==> src/rtl/sync_fifo_pkg.sv <==
// Shared helpers for the synchronous FIFO.
// Pointer wrap is computed on integers so non-power-of-two depths never rely on overflow.
package sync_fifo_pkg;

  function automatic int unsigned wrap_inc(input int unsigned ptr, input int unsigned depth);
    return (ptr == depth - 1) ? 0 : ptr + 1;
  endfunction

endpackage

==> src/rtl/sync_fifo.sv <==
// Single-clock first-word-fall-through FIFO with valid/ready on both sides.
// Define FIFO_CHECK_EN to compile simulation-only consistency checks.
module sync_fifo
  import sync_fifo_pkg::*;
#(
  parameter int unsigned WIDTH = 64,
  parameter int unsigned DEPTH = 4
) (
  input  logic             clk,
  input  logic             rst_n,
  input  logic [WIDTH-1:0] din,
  input  logic             din_valid,
  output logic             din_ready,
  output logic [WIDTH-1:0] dout,
  output logic             dout_valid,
  input  logic             dout_ready
);

  localparam int unsigned PtrW = (DEPTH > 1) ? $clog2(DEPTH) : 1;
  localparam int unsigned CntW = $clog2(DEPTH + 1);

  logic [WIDTH-1:0] mem [DEPTH];
  logic [PtrW-1:0]  wp_q, wp_d;
  logic [PtrW-1:0]  rp_q, rp_d;
  logic [CntW-1:0]  count_q, count_d;
  logic             push, pop;

  // Full blocks a push even when a pop happens, so din_ready never depends on dout_ready.
  assign din_ready  = (count_q != CntW'(DEPTH));
  assign dout_valid = (count_q != '0);
  assign dout       = dout_valid ? mem[rp_q] : '0;

  assign push = din_valid && din_ready;
  assign pop  = dout_valid && dout_ready;

  always_comb begin
    wp_d    = wp_q;
    rp_d    = rp_q;
    count_d = count_q;
    if (push) wp_d = PtrW'(wrap_inc(32'(wp_q), DEPTH));
    if (pop)  rp_d = PtrW'(wrap_inc(32'(rp_q), DEPTH));
    unique case ({push, pop})
      2'b10:   count_d = count_q + CntW'(1);
      2'b01:   count_d = count_q - CntW'(1);
      default: count_d = count_q;
    endcase
  end

  always_ff @(posedge clk) begin
    if (!rst_n) begin
      wp_q    <= '0;
      rp_q    <= '0;
      count_q <= '0;
    end else begin
      wp_q    <= wp_d;
      rp_q    <= rp_d;
      count_q <= count_d;
    end
  end

  // Storage is deliberately left out of reset.
  always_ff @(posedge clk) begin
    if (push) mem[wp_q] <= din;
  end

`ifdef FIFO_CHECK_EN
  logic [WIDTH-1:0] chk_dout_q;
  logic             chk_hold_q;

  always_ff @(posedge clk) begin
    if (!rst_n) begin
      chk_hold_q <= 1'b0;
    end else begin
      if (count_q > CntW'(DEPTH)) $error("%m: count %0d exceeds depth", count_q);
      if (wp_q == rp_q) begin
        if (count_q != '0 && count_q != CntW'(DEPTH))
          $error("%m: count %0d with equal pointers", count_q);
      end else if (int'(count_q) !=
                   (int'(wp_q) - int'(rp_q) + int'(DEPTH)) % int'(DEPTH)) begin
        $error("%m: count %0d inconsistent with pointers", count_q);
      end
      if (chk_hold_q && dout != chk_dout_q) $error("%m: head changed while stalled");
      chk_hold_q <= dout_valid && !dout_ready;
    end
    chk_dout_q <= dout;
  end
`endif

endmodule

==> config.mk <==
export PLATFORM = sky130hd
export DESIGN_NAME = sync_fifo
export DESIGN_NICKNAME = d
export VERILOG_FILES = /design/src/rtl/sync_fifo_pkg.sv /design/src/rtl/sync_fifo.sv
export SDC_FILE = /design/constraint.sdc
export NUM_CORES = 1
export LEC_CHECK = 0
export ABC_AREA = 1
export CAP_MARGIN = 10
export CORE_ASPECT_RATIO = 0.5
export CORE_MARGIN = 3
export CORE_UTILIZATION = 59
export CTS_CLUSTER_SIZE = 14
export DETAILED_ROUTE_END_ITERATION = 6
export GPL_ROUTABILITY_DRIVEN = 0
export PLACE_DENSITY = 0.86
export SYNTH_ARGS = -nofsm -noshare
export SYNTH_HDL_FRONTEND = slang
export SYNTH_SLANG_ARGS = --single-unit
==> constraint.sdc <==
create_clock -name clk -period 10.36 [get_ports clk]
set_input_delay 2.59 -clock clk [delete_from_list [all_inputs] [get_ports clk]]
set_output_delay 2.59 -clock clk [all_outputs]
set_load 0.005 [all_outputs]
==> flow_metrics.tcl, run 1 <==
# implementation run metrics
set metrics [dict create \
    status "finished, final reports clean" \
    die.size.y_um 100.7 \
    cts_htree_levels 1 \
    numSynthFlops 265 \
    setup_total_negative_slack_ns 0 \
    postCtsSetupBuffers 0 \
    ioPinCount 134 \
    grt_antenna_before_repair 1 \
    drt_drc_violations_left 0 \
    clock_tree.root_cell "sky130_fd_sc_hd__clkbuf_16" \
    ys_top_cells_by_area "sky130_fd_sc_hd__edfxtp_1 (73%), sky130_fd_sc_hd__nand2_1 (9.6%), sky130_fd_sc_hd__nor2_1 (5.1%)" \
    synth.lib_cells_used.distinct 18 \
    pwr_density_cell_nw_per_um2 247.5 \
    hold_viol 0 \
    timing.final.crit_period_ns 6.355 \
    clk_path_buf_depth 3 \
    finalSetupViolations 0 \
    worstPathCellList "clkinv_2 > buf_4 > o21ai_0 > a21oi_1 > clkdlybuf4s50_1" \
    setup_slack_ns 4.005 \
    routed_via_density 5.458 \
    cycle_use_final_pct 61.35 \
    portBuffers 133 \
    tritoncts_clock_tree "built" \
    critical_path.top_delay_family "buffers and inverters" \
    post_route_cells_drive_above_1_share_pct 3.846 \
    detailedPlace.worstSlack_ns 4.616 \
    maxSlewViolCount 0 \
    p_total_uw 3118 \
    yosys_warnings 0 \
    core_region_area_sq_um 16970 \
    cp_slowest_cell "sky130_fd_sc_hd__dfxtp_4" \
    crit_path_start_kind "flip-flop" \
    track_usage_pct 21.56 \
    worstHoldPathType "flip-flop to flip-flop" \
    die_w_um 195.4 \
    max_freq_ghz 0.1573 \
    synth_chip_area_sq_um 10580 \
    end_kind "primary output" \
    top_area_cell "sky130_fd_sc_hd__edfxtp_1" \
    layout_area_overhead_pct 19.08 \
    synth.cell_area_sq_um 10580 \
    violation_count_after_the_first_detailed_routing_iteration 382 \
    fp_util_pct 62.34 \
    worstMarginPinSlew_ns 1.048 \
    ctsHoldBuffers 0 \
    clkSlewWorstSetupHoldPaths_ns 0.06 \
    number_of_clock_buffers_inserted_by_tritoncts 23 \
    clk-insertion-delay-late_ns 0.49 \
    worst_ep_arrival_time_ns 3.77 \
    setup_clock_skew_after_layout_ns 0.01270 \
    synth-seq-area-share_pct 74.37 \
    crit_required_ns 7.77 \
    warning_count 29 \
    yosys.area.top_type_share_pct 72.67 \
    fp.dieArea_sq_um 19670 \
    postRouteAntennaNets 0 \
    grt_pass1_vias 6861 \
    crit_path_max_fanout 83 \
    synthTopLogicFamily "simple AND/OR/NAND/NOR gates" \
    placed_cells 1208 \
    ctsResizeCount 0 \
]
## run 1: per-stage QoR
| step | area [sq um] | hold slack (ns) |
|---|---|---|
| after floorplan | 10580 | 0.4827 |
| after global routing | 12600 | 0.5608 |
| after detailed placement | 11980 | 0.5255 |
| after CTS | 12590 | 0.5360 |
| final | 12600 | 0.5343 |
| after global placement | 11980 | 0.5090 |
## run 1: flip-flops by register name, indices dropped and copies added (netlist names), named ones only
register  count
rp_q          2
count_q       3
mem         256
wp_q          2
## run 1: cells in the final DEF, fill, tap and decap left out
| master | instances |
|---|---|
| sky130_fd_sc_hd__nand2_1 | 271 |
| sky130_fd_sc_hd__edfxtp_1 | 256 |
| sky130_fd_sc_hd__nor2_1 | 139 |
| sky130_fd_sc_hd__clkdlybuf4s50_1 | 133 |
| sky130_fd_sc_hd__a21oi_1 | 67 |
| sky130_fd_sc_hd__o21ai_0 | 62 |
| sky130_fd_sc_hd__clkbuf_16 | 23 |
| sky130_fd_sc_hd__inv_1 | 15 |
| sky130_fd_sc_hd__dfxtp_1 | 8 |
| sky130_fd_sc_hd__buf_4 | 8 |
| sky130_fd_sc_hd__ha_1 | 6 |
| sky130_fd_sc_hd__clkbuf_1 | 5 |
| sky130_fd_sc_hd__clkinv_1 | 5 |
| sky130_fd_sc_hd__o21ai_1 | 4 |
| sky130_fd_sc_hd__nor2_4 | 4 |
| sky130_fd_sc_hd__diode_2 | 1 |
| sky130_fd_sc_hd__clkinv_2 | 1 |
| sky130_fd_sc_hd__inv_4 | 1 |
| sky130_fd_sc_hd__inv_2 | 1 |
| sky130_fd_sc_hd__nand3b_1 | 1 |
| sky130_fd_sc_hd__nand3_1 | 1 |
| sky130_fd_sc_hd__nand4_1 | 1 |
| sky130_fd_sc_hd__fa_1 | 1 |
| sky130_fd_sc_hd__dfxtp_4 | 1 |
## run 1: synthesized netlist by cell type (all sizes together)
cell,count
dfxtp,9
buf,36
edfxtp,256
nor2,143
o21ai,66
nand3,1
nand4,1
clkbuf,12
nand2,271
ha,6
nand3b,1
fa,1
inv,18
a21oi,67
## run 1: path summary, 6_finish.rpt
path                    from         end  slack [ns]  depth (start not counted)
setup / recovery   flip-flop    dout[51]        4.00                          5
hold / removal    count_q[0]  count_q[0]        0.53                          2
setup reg to reg  count_q[1]  mem[1][34]        7.66                          5
hold reg to reg   count_q[0]  count_q[0]        0.53                          2
## run 1: final cells by class
class,instances,area (sq um)
Antenna cell,1,2.502
Clock buffer,28,594.3
Clock inverter,5,18.77
Fill cell,1058,4373
Inverter,18,71.32
Multi-Input combinational cell,557,2364
Sequential cell,265,7871
Tap cell,227,284.0
Timing Repair Buffer,141,1391
## run 1: layer usage
metal | GRT usage, % | share of wire, % | vias up
met5 | 0 | 0 | -
met4 | 6.185 | 2.2 | 0
met3 | 3.372 | 5.4 | 35
met2 | 38.13 | 51 | 226
met1 | 28.33 | 42 | 3262
li1 | - | - | 3256
## run 1: where the power goes
| part | switching (uW) | internal (uW) | total, uW |
|---|---|---|---|
| registers | 54.0 | 1290 | 1340 |
| clock network | 338 | 401 | 738 |
| logic | 581 | 456 | 1040 |
| total | 973 | 2150 | 3120 |
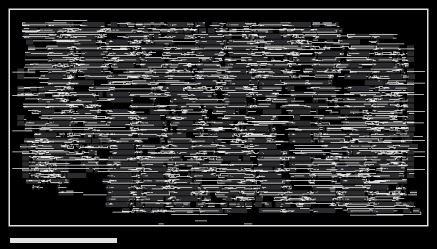
Fig. 1. The metal 1 layer (run 1).
The bar under the picture is 50 um long.
The longest straight run is 39.1 um. The layer holds 42% of the routed length.
GR Layer Usage met1: 28.33%
via total after detailed routing: 6779
Post-Route WL: 21530 um

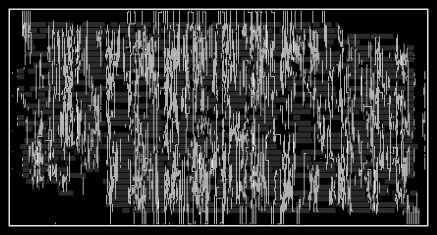
Fig. 2. Metal 2 (run 1).
The wires run mostly vertical. The longest straight run is 48.4 um.
global-route met2 utilization: 38.13%

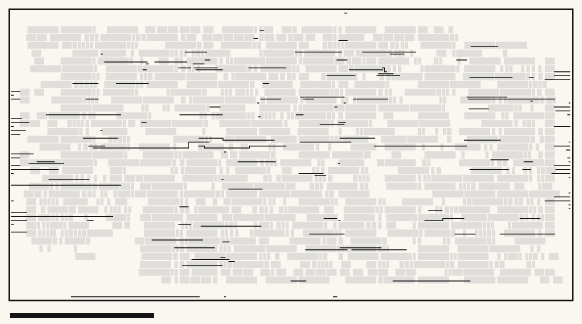
Fig. 3. Signal wires on met3 (run 1).
The bar under the picture is 50 um long.
The longest straight run is 44.4 um. 91 nets have wire on it. The layer carries 1150 um of wire. The wires run mostly horizontal.
M3 GR Usage: 3.372%

## Run 2: what changed since run 1
--- a/config.mk
+++ b/config.mk
@@ -9,11 +9,11 @@
 export CAP_MARGIN = 10
 export CORE_ASPECT_RATIO = 0.5
 export CORE_MARGIN = 3
-export CORE_UTILIZATION = 59
+export CORE_UTILIZATION = 55
 export CTS_CLUSTER_SIZE = 14
 export DETAILED_ROUTE_END_ITERATION = 6
 export GPL_ROUTABILITY_DRIVEN = 0
-export PLACE_DENSITY = 0.86
+export PLACE_DENSITY = 0.81
 export SYNTH_ARGS = -nofsm -noshare
 export SYNTH_HDL_FRONTEND = slang
 export SYNTH_SLANG_ARGS = --single-unit
==> constraint.sdc (replaced) <==
create_clock -name clk -period 6.4 [get_ports clk]
set_input_delay 1.6 -clock clk [delete_from_list [all_inputs] [get_ports clk]]
set_output_delay 1.6 -clock clk [all_outputs]
set_load 0.005 [all_outputs]
==> flow_metrics.tcl, run 2 <==
# implementation run metrics
set metrics [dict create \
    status "finished, final reports clean" \
    min-delay-start "rp_q[1]" \
    clkSlewWorstSetupHoldPaths_ns 0.06 \
    pwr_density_cell_nw_per_um2 402.1 \
    p_int_uw 3499 \
    routed_via_density 5.291 \
    ctsResizeCount 0 \
    clk_path_buf_depth 3 \
    cycle_use_final_pct 74.12 \
    top_area_cell "sky130_fd_sc_hd__edfxtp_1" \
    track_usage_pct 21.00 \
    detailedPlace.worstSlack_ns 2.173 \
    violation_count_after_the_first_detailed_routing_iteration 502 \
    die_w_um 202.1 \
    power_leakage_uw 0.004634 \
    crit_path_max_fanout 100 \
    ys_top_cells_by_area "sky130_fd_sc_hd__edfxtp_1 (73%), sky130_fd_sc_hd__nand2_1 (9.6%), sky130_fd_sc_hd__nor2_1 (5.1%)" \
    max_freq_ghz 0.2108 \
    switching_power_uw 1594 \
    critical_path.top_delay_family "flip-flops" \
    grt_antenna_before_repair 0 \
    synth-seq-area-share_pct 74.37 \
    clk-insertion-delay-late_ns 0.51 \
    numSynthFlops 265 \
    setup_total_negative_slack_ns 0 \
    finalSetupViolations 0 \
    p_total_uw 5094 \
    post_route_cells_drive_above_1_share_pct 4.126 \
    hold_viol 0 \
    ctsHoldBuffers 0 \
    setup_clock_skew_after_layout_ns 0.01050 \
    largest_register_ff_count 256 \
    worstPathCellList "buf_4 > nand2_1 > nand2_1 > nand2_1 > a21oi_1 > clkdlybuf4s50_1" \
    grt_pass1_vias 6995 \
    setup_slack_ns 1.656 \
    count_of_antenna_diodes_in_the_layout 0 \
    worstMarginPinSlew_ns 1.102 \
    synth_chip_area_sq_um 10580 \
    gr-usage-met1_pct 26.97 \
    synth.lib_cells_used.distinct 18 \
    power.combinational.fraction_pct 32.8 \
    ys_async_sr_fraction_pct 0 \
    synth_dominant_cell_count "sky130_fd_sc_hd__nand2_1" \
    reg2reg_from "count_q[1]" \
    tritoncts_clock_tree "built" \
    number_of_clock_buffers_inserted_by_tritoncts 23 \
    drt_drc_violations_left 0 \
    postCtsSetupBuffers 0 \
    cp_slowest_cell "sky130_fd_sc_hd__dfxtp_4" \
    timing.final.crit_period_ns 4.744 \
    p_sw_share_pct 31.30 \
    fp.dieArea_sq_um 21040 \
    grt.busiest_layer "met2" \
    power_frac_clock_pct 24.2 \
    end_kind "primary output" \
    clock_tree.root_cell "sky130_fd_sc_hd__clkbuf_16" \
    worst_ep_arrival_time_ns 3.14 \
    portBuffers 133 \
    synthFlopType "sky130_fd_sc_hd__edfxtp_1" \
    reg.largest.list "mem: 256 flops, count_q: 3 flops" \
    synth.cell_area_sq_um 10580 \
    ioPinCount 134 \
    worstHoldPathType "flip-flop to flip-flop" \
    crit_required_ns 4.80 \
    seqPwrFrac_pct 43.0 \
    yosys_warnings 0 \
    mostFrequentLayoutCells "sky130_fd_sc_hd__nand2_1 (271), sky130_fd_sc_hd__edfxtp_1 (256), sky130_fd_sc_hd__nor2_1 (139)" \
    yosys.area.top_type_share_pct 72.67 \
    largest_register "mem" \
    grt_start_max_net_pins 101 \
    netlist_top_cells_count "sky130_fd_sc_hd__nand2_1 (271), sky130_fd_sc_hd__edfxtp_1 (256), sky130_fd_sc_hd__nor2_1 (143)" \
    layout_area_overhead_pct 19.75 \
    postRouteAntennaNets 0 \
    edf_count 256 \
    maxSlewViolCount 0 \
    die.size.y_um 104.1 \
    mostFrequentLayoutCell "sky130_fd_sc_hd__nand2_1" \
]
-- run 2: cell types whose count changed in the layout (fill, tap and decap cells not counted), sizes merged --
cell	delta
clkbuf	+4
diode	-1
inv	+1
clkinv	-2
buf	+1
-- run 2: through the flow --
step / util [%] / instance area [sq um] / hold slack, ns
final: 68.07 / 12670 / 0.5221
after global routing: 68.07 / 12670 / 0.5626
after CTS: 68.07 / 12670 / 0.5221
after detailed placement: 64.63 / 12030 / 0.5173
after global placement: 64.63 / 12030 / 0.5041
after floorplan: - / 10580 / 0.4827
-- run 2: logic make-up after synthesis --
logic type,share of synthesized area (%)
and+or+nand+nor,14.87
DFF,74.37
AOI/OAI and AO/OA,6.292
buffers and inverters,3.572
adders and majority gates,0.8989
-- run 2: path summary, 6_finish.rpt --
| check | end | slack (ns) | depth (start not counted) |
|---|---|---|---|
| max | dout[14] | 1.66 | 6 |
| min reg2reg | flip-flop | 0.52 | 2 |
| min | flip-flop | 0.52 | 2 |
| max reg2reg | mem[2][36] | 3.85 | 5 |
-- run 2: final cells by class --
type | instances | area, sq um | area share [%]
Clock inverter | 4 | 20.02 | 0.1580
Tap cell | 259 | 324.1 | 2.558
Multi-Input combinational cell | 557 | 2364 | 18.66
Timing Repair Buffer | 142 | 1399 | 11.04
Inverter | 18 | 71.32 | 0.5630
Sequential cell | 265 | 7871 | 62.13
Clock buffer | 32 | 619.3 | 4.889
-- run 2: power groups by stage --
stage | registers (uW) | logic [uW] | clock network [uW]
finish | 2190 | 1670 | 1230
global route | 2210 | 1850 | 1330
CTS | 2190 | 1690 | 1250
detailed placement | 2230 | 1680 | 0
global placement | 2220 | 1640 | 0
floorplan | 2170 | 937 | 0
-- run 2: worst min-delay path, delay by kind of cell (launching register included) --
kind             cells  cell delay [ns]
flip-flops           1             0.31
AND/OR/NAND/NOR      1             0.06
AND-OR/OR-AND        1             0.11
-- run 2: layer usage --
layer | wire length [um] | vias to the layer above
li1 | - | 3265
met3 | 1148 | 30
met5 | 0 | -
met1 | 9247 | 3296
met2 | 11140 | 166
met4 | 374 | 0
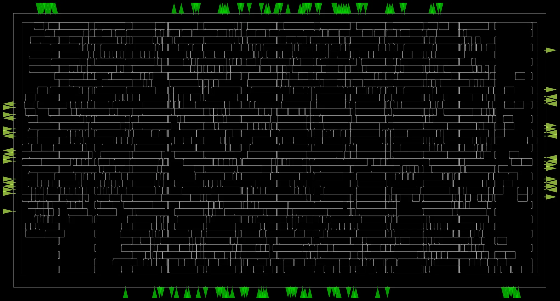
Fig. 4. Cell outlines without signal wires (run 2).
FP Rows: 35
placeable core region: 18610 sq um
share of cell area taken by flip-flops and latches: 62.13%
Final Instance Count excl. Fillers: 1277
fill cell total of the finished layout: 1293

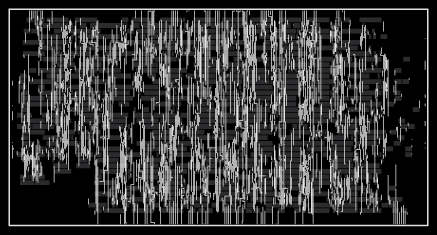
Fig. 5. Metal 2 (run 2).
The longest straight run is 59.5 um. 836 nets have wire on it.
global-route met2 utilization: 37.72%
Post-Route WL: 21910 um
via total after detailed routing: 6757

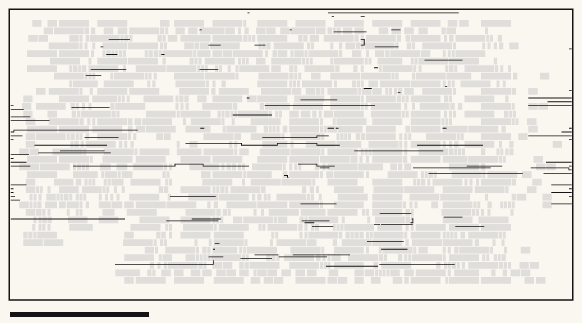
Fig. 6. Signal wires on met3 (run 2).
The bar under the picture is 50 um long.
The longest straight run is 46.7 um. 69 nets have wire on it. The wires run mostly horizontal. The layer holds 5.2% of the routed length. The layer carries 1150 um of wire.
M3 GR Usage: 3.720%

## Run 3: what changed since run 2
--- a/config.mk
+++ b/config.mk
@@ -9,11 +9,11 @@
 export CAP_MARGIN = 10
 export CORE_ASPECT_RATIO = 0.5
 export CORE_MARGIN = 3
-export CORE_UTILIZATION = 55
+export CORE_UTILIZATION = 50
 export CTS_CLUSTER_SIZE = 14
 export DETAILED_ROUTE_END_ITERATION = 6
 export GPL_ROUTABILITY_DRIVEN = 0
-export PLACE_DENSITY = 0.81
+export PLACE_DENSITY = 0.78
 export SYNTH_ARGS = -nofsm -noshare
 export SYNTH_HDL_FRONTEND = slang
 export SYNTH_SLANG_ARGS = --single-unit
==> constraint.sdc (replaced) <==
create_clock -name clk -period 4 [get_ports clk]
set_input_delay 1 -clock clk [delete_from_list [all_inputs] [get_ports clk]]
set_output_delay 1 -clock clk [all_outputs]
set_load 0.005 [all_outputs]
==> flow_metrics.tcl, run 3 <==
# implementation run metrics
set metrics [dict create \
    status "finished, final reports clean" \
    crit_required_ns 3.00 \
    ys_sh_adder_pct 0.8989 \
    clk-insertion-delay-late_ns 0.51 \
    number_of_clock_buffers_inserted_by_tritoncts 24 \
    synth_chip_area_sq_um 10580 \
    timing.hold.worst_path_depth 3 \
    grt_pass1_vias 7052 \
    clkSlewWorstSetupHoldPaths_ns 0.07 \
    avgSynthCellArea_sq_um 11.91 \
    finalSetupViolations 0 \
    reg2regPathDepth 12 \
    power_leakage_uw 0.004750 \
    edf_count 256 \
    synth_dominant_cell_count "sky130_fd_sc_hd__nand2_1" \
    worstPathBufferInverterCount 2 \
    top_area_cell "sky130_fd_sc_hd__edfxtp_1" \
    dp.final_hpwl_um 13230 \
    numSynthFlops 265 \
    die_w_um 211.7 \
    mostFrequentLayoutCell "sky130_fd_sc_hd__nand2_1" \
    clk_path_buf_depth 3 \
    aoi_share_pct 6.292 \
    violation_count_after_the_first_detailed_routing_iteration 501 \
    place_area_sq_um 12180 \
    xor_area_share_pct 0 \
    critical_path.top_delay_family "buffers and inverters" \
    synthTopLogicFamily "simple AND/OR/NAND/NOR gates" \
    fp.dieArea_sq_um 23050 \
    yosys.area.top_type_share_pct 72.67 \
    worstPathCellList "buf_12 > nor2_1 > nor2_1 > o21ai_0 > a21oi_1 > clkdlybuf4s50_1" \
    crit_type "flip-flop to primary output" \
    pwr_density_cell_nw_per_um2 656.5 \
    synth.cell_area_sq_um 10580 \
    count_of_antenna_diodes_in_the_layout 0 \
    warning_count 32 \
    setup_total_negative_slack_ns 0 \
    layout_area_overhead_pct 22.08 \
    setup_slack_ns 0.3512 \
    core_region_area_sq_um 20090 \
    ctsHoldBuffers 0 \
    grt_first_pass_wirelength_um 35620 \
    max_freq_ghz 0.2741 \
    largest_register "mem" \
    cts_htree_levels 1 \
    cycle_use_final_pct 91.22 \
    fillCellCount 1491 \
    post_route_cells_drive_above_1_share_pct 5.340 \
    track_usage_pct 19.72 \
    postRouteAntennaNets 0 \
    drt_drc_violations_left 0 \
    global_route.overflow_total 0 \
    timing.max_slew.rel_slack_pct 58.71 \
    ys_async_sr_fraction_pct 0 \
    largest_register_ff_count 256 \
    tritoncts_clock_tree "built" \
    row_count 36 \
    synthCells 888 \
    nNetsFinal 1092 \
    die.size.y_um 108.9 \
    worst-r2r-setup-slack_ns 1.80 \
    grt_start_max_net_pins 129 \
    cp_slowest_cell "sky130_fd_sc_hd__clkdlybuf4s50_1" \
    holdPathEnd "count_q[2]" \
    maxSlewViolCount 0 \
    ioPinCount 134 \
    detailedPlace.worstSlack_ns 0.9054 \
    cts_sinks 265 \
    routed_via_density 5.292 \
    worst_ep_arrival_time_ns 2.65 \
    worstHoldPathType "flip-flop to flip-flop" \
    grt_antenna_before_repair 0 \
    cap_viol_max_count 0 \
    critical_path.reg2reg.endpoint "count_q[2]" \
    hold_ws_ns 0.5631 \
    critical_path.max_stage_delay_ns 0.56 \
    number_of_cell_instances_after_yosys_synthesis 888 \
    synth.lib_cells_used.distinct 18 \
    nets_at_floorplan 963 \
    grt_setup_unrepaired "no" \
    setup_clock_skew_after_layout_ns 0.01035 \
    portBuffers 133 \
    ys_top_cells_by_area "sky130_fd_sc_hd__edfxtp_1 (73%), sky130_fd_sc_hd__nand2_1 (9.6%), sky130_fd_sc_hd__nor2_1 (5.1%)" \
    worstMarginPinSlew_ns 0.6193 \
    netlist_top_cells_count "sky130_fd_sc_hd__nand2_1 (271), sky130_fd_sc_hd__edfxtp_1 (256), sky130_fd_sc_hd__nor2_1 (143)" \
    yosys_warnings 0 \
    simple_gate_area_share_pct 14.87 \
    mostFrequentLayoutCells "sky130_fd_sc_hd__nand2_1 (271), sky130_fd_sc_hd__edfxtp_1 (256), sky130_fd_sc_hd__nor2_1 (139)" \
    drt_pass1_iterations 5 \
    avgRoutedWirePerCell_um 17.26 \
    end_kind "primary output" \
    postLayoutCellArea_sq_um 12910 \
    hold_viol 0 \
    reg.largest.list "mem: 256 flops, count_q: 3 flops" \
    crit_path_start_kind "flip-flop" \
    postCtsSetupBuffers 0 \
    synth-seq-area-share_pct 74.37 \
    reg2reg_from "count_q[1]" \
    crit_path_max_fanout 128 \
    clock_tree.root_cell "sky130_fd_sc_hd__clkbuf_16" \
    min-delay-start "count_q[2]" \
    synthFlopType "sky130_fd_sc_hd__edfxtp_1" \
    fp_util_pct 52.66 \
    synthMuxAreaShare_pct 0 \
    timing.critical_path.mode_cell "sky130_fd_sc_hd__nor2_1" \
    timing.final.crit_period_ns 3.649 \
    max-vdd-ir-drop_v 0.0003223 \
    ctsResizeCount 0 \
]
## run 3: cell counts after synthesis
Identical to the previous run, type by type.
## run 3: worst max path at each step
stage                     startpoint          to  slack [ns]  cells past startpoint
after floorplan            din_valid   mem[0][0]       -0.35                      2
after detailed placement   din_valid  count_q[2]        0.91                     11
after global placement     flip-flop    dout[39]        0.99                      7
after CTS                  flip-flop    dout[29]        0.37                      6
after global routing       flip-flop    dout[36]        0.24                      7
final                      flip-flop    dout[29]        0.35                      6
## run 3: report_power, final
group,switching [uW],total (uW),internal [uW],leakage (uW)
Sequential,70.4,3410,3340,0.00242
Combinational,1630,2890,1260,0.00197
Clock,924,2180,1260,0.000358
Total,2620,8480,5850,0.00475
## run 3: cell families after synthesis
family | Yosys count
compound gates | 133
buf+inv | 66
simple gates | 417
fa+ha+maj | 7
flops | 265
## run 3: routing by layer
layer | up-vias | part of all wire, % | GRT usage, %
li1 | 3281 | - | -
met1 | 3317 | 42 | 24.75
met2 | 224 | 50 | 35.99
met3 | 37 | 5.9 | 3.421
met4 | 0 | 2.1 | 5.155
met5 | - | 0 | 0
## run 3: per-stage QoR
| stage | utilization, % | cells | power, uW |
|---|---|---|---|
| 5_1_grt | 64.29 | 1296 | 8940 |
| 3_5_place_dp | 60.64 | 1257 | 6356 |
| 4_1_cts | 64.29 | 1296 | 8533 |
| 3_3_place_gp | 60.64 | 1257 | 6277 |
| 2_1_floorplan | - | 888 | 4964 |
| 6_report | 64.29 | 1296 | 8478 |
## run 3: worst reg2reg max path, cell delays in order, from the launching register on
cell	delay, ns
sky130_fd_sc_hd__dfxtp_1	0.32
sky130_fd_sc_hd__nor2_1	0.14
sky130_fd_sc_hd__nand2_1	0.09
sky130_fd_sc_hd__nand2_1	0.43
sky130_fd_sc_hd__ha_1	0.28
sky130_fd_sc_hd__inv_1	0.08
sky130_fd_sc_hd__fa_1	0.40
sky130_fd_sc_hd__inv_1	0.07
sky130_fd_sc_hd__nand2_1	0.06
sky130_fd_sc_hd__nand3_1	0.08
sky130_fd_sc_hd__nand2_1	0.06
sky130_fd_sc_hd__inv_1	0.05
sky130_fd_sc_hd__nor2_1	0.04
## run 3: final cells by class
cell class | instances | area, sq um | area share (%)
clock buffer | 30 | 644.4 | 4.989
clock inverter | 9 | 88.84 | 0.6879
inverter | 18 | 72.57 | 0.5619
multi-input combinational | 557 | 2364 | 18.30
sequential | 265 | 7871 | 60.95
tap | 266 | 332.8 | 2.577
timing repair buffer | 151 | 1541 | 11.94
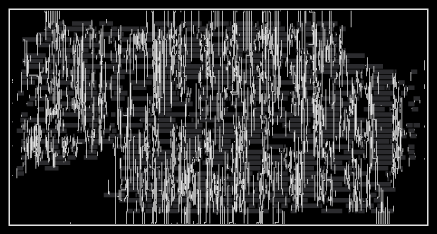
Fig. 7. Metal 2 (run 3).
The wires run mostly vertical. The longest straight run is 52.9 um. The layer carries 11200 um of wire. The layer holds 50% of the routed length.
via total after detailed routing: 6859
Post-Route WL: 22360 um
global-route met2 utilization: 35.99%

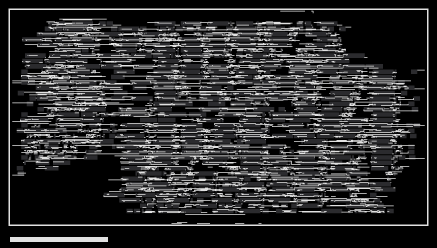
Fig. 8. The metal 1 layer (run 3).
The bar under the picture is 50 um long.
The wires run mostly horizontal. The layer carries 9380 um of wire. The longest straight run is 58.6 um.
GR Layer Usage met1: 24.75%

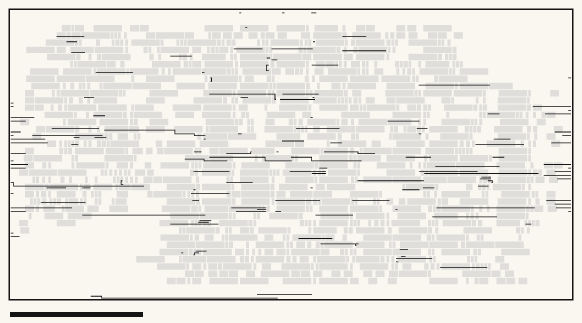
Fig. 9. Signal wires on met3 (run 3).
The bar under the picture is 50 um long.
M3 GR Usage: 3.421%


==> gallery <==
Where the registers sit.
panel A
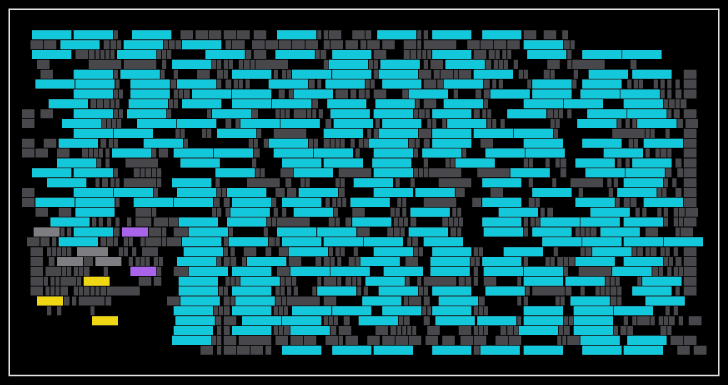
panel B
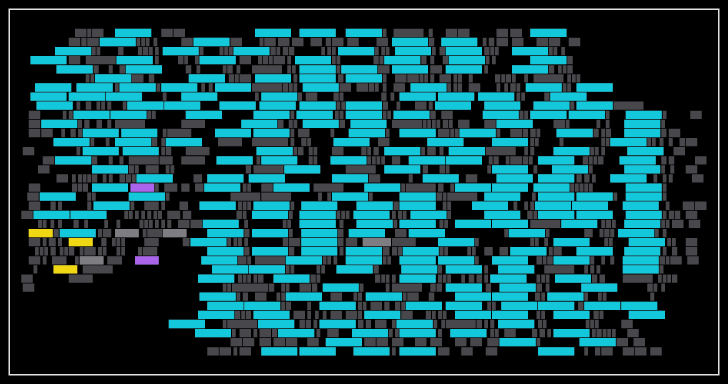
run 1 -> panel A
run 3 -> panel B

No activity file was given, so power comes from the tool's default toggle rates.
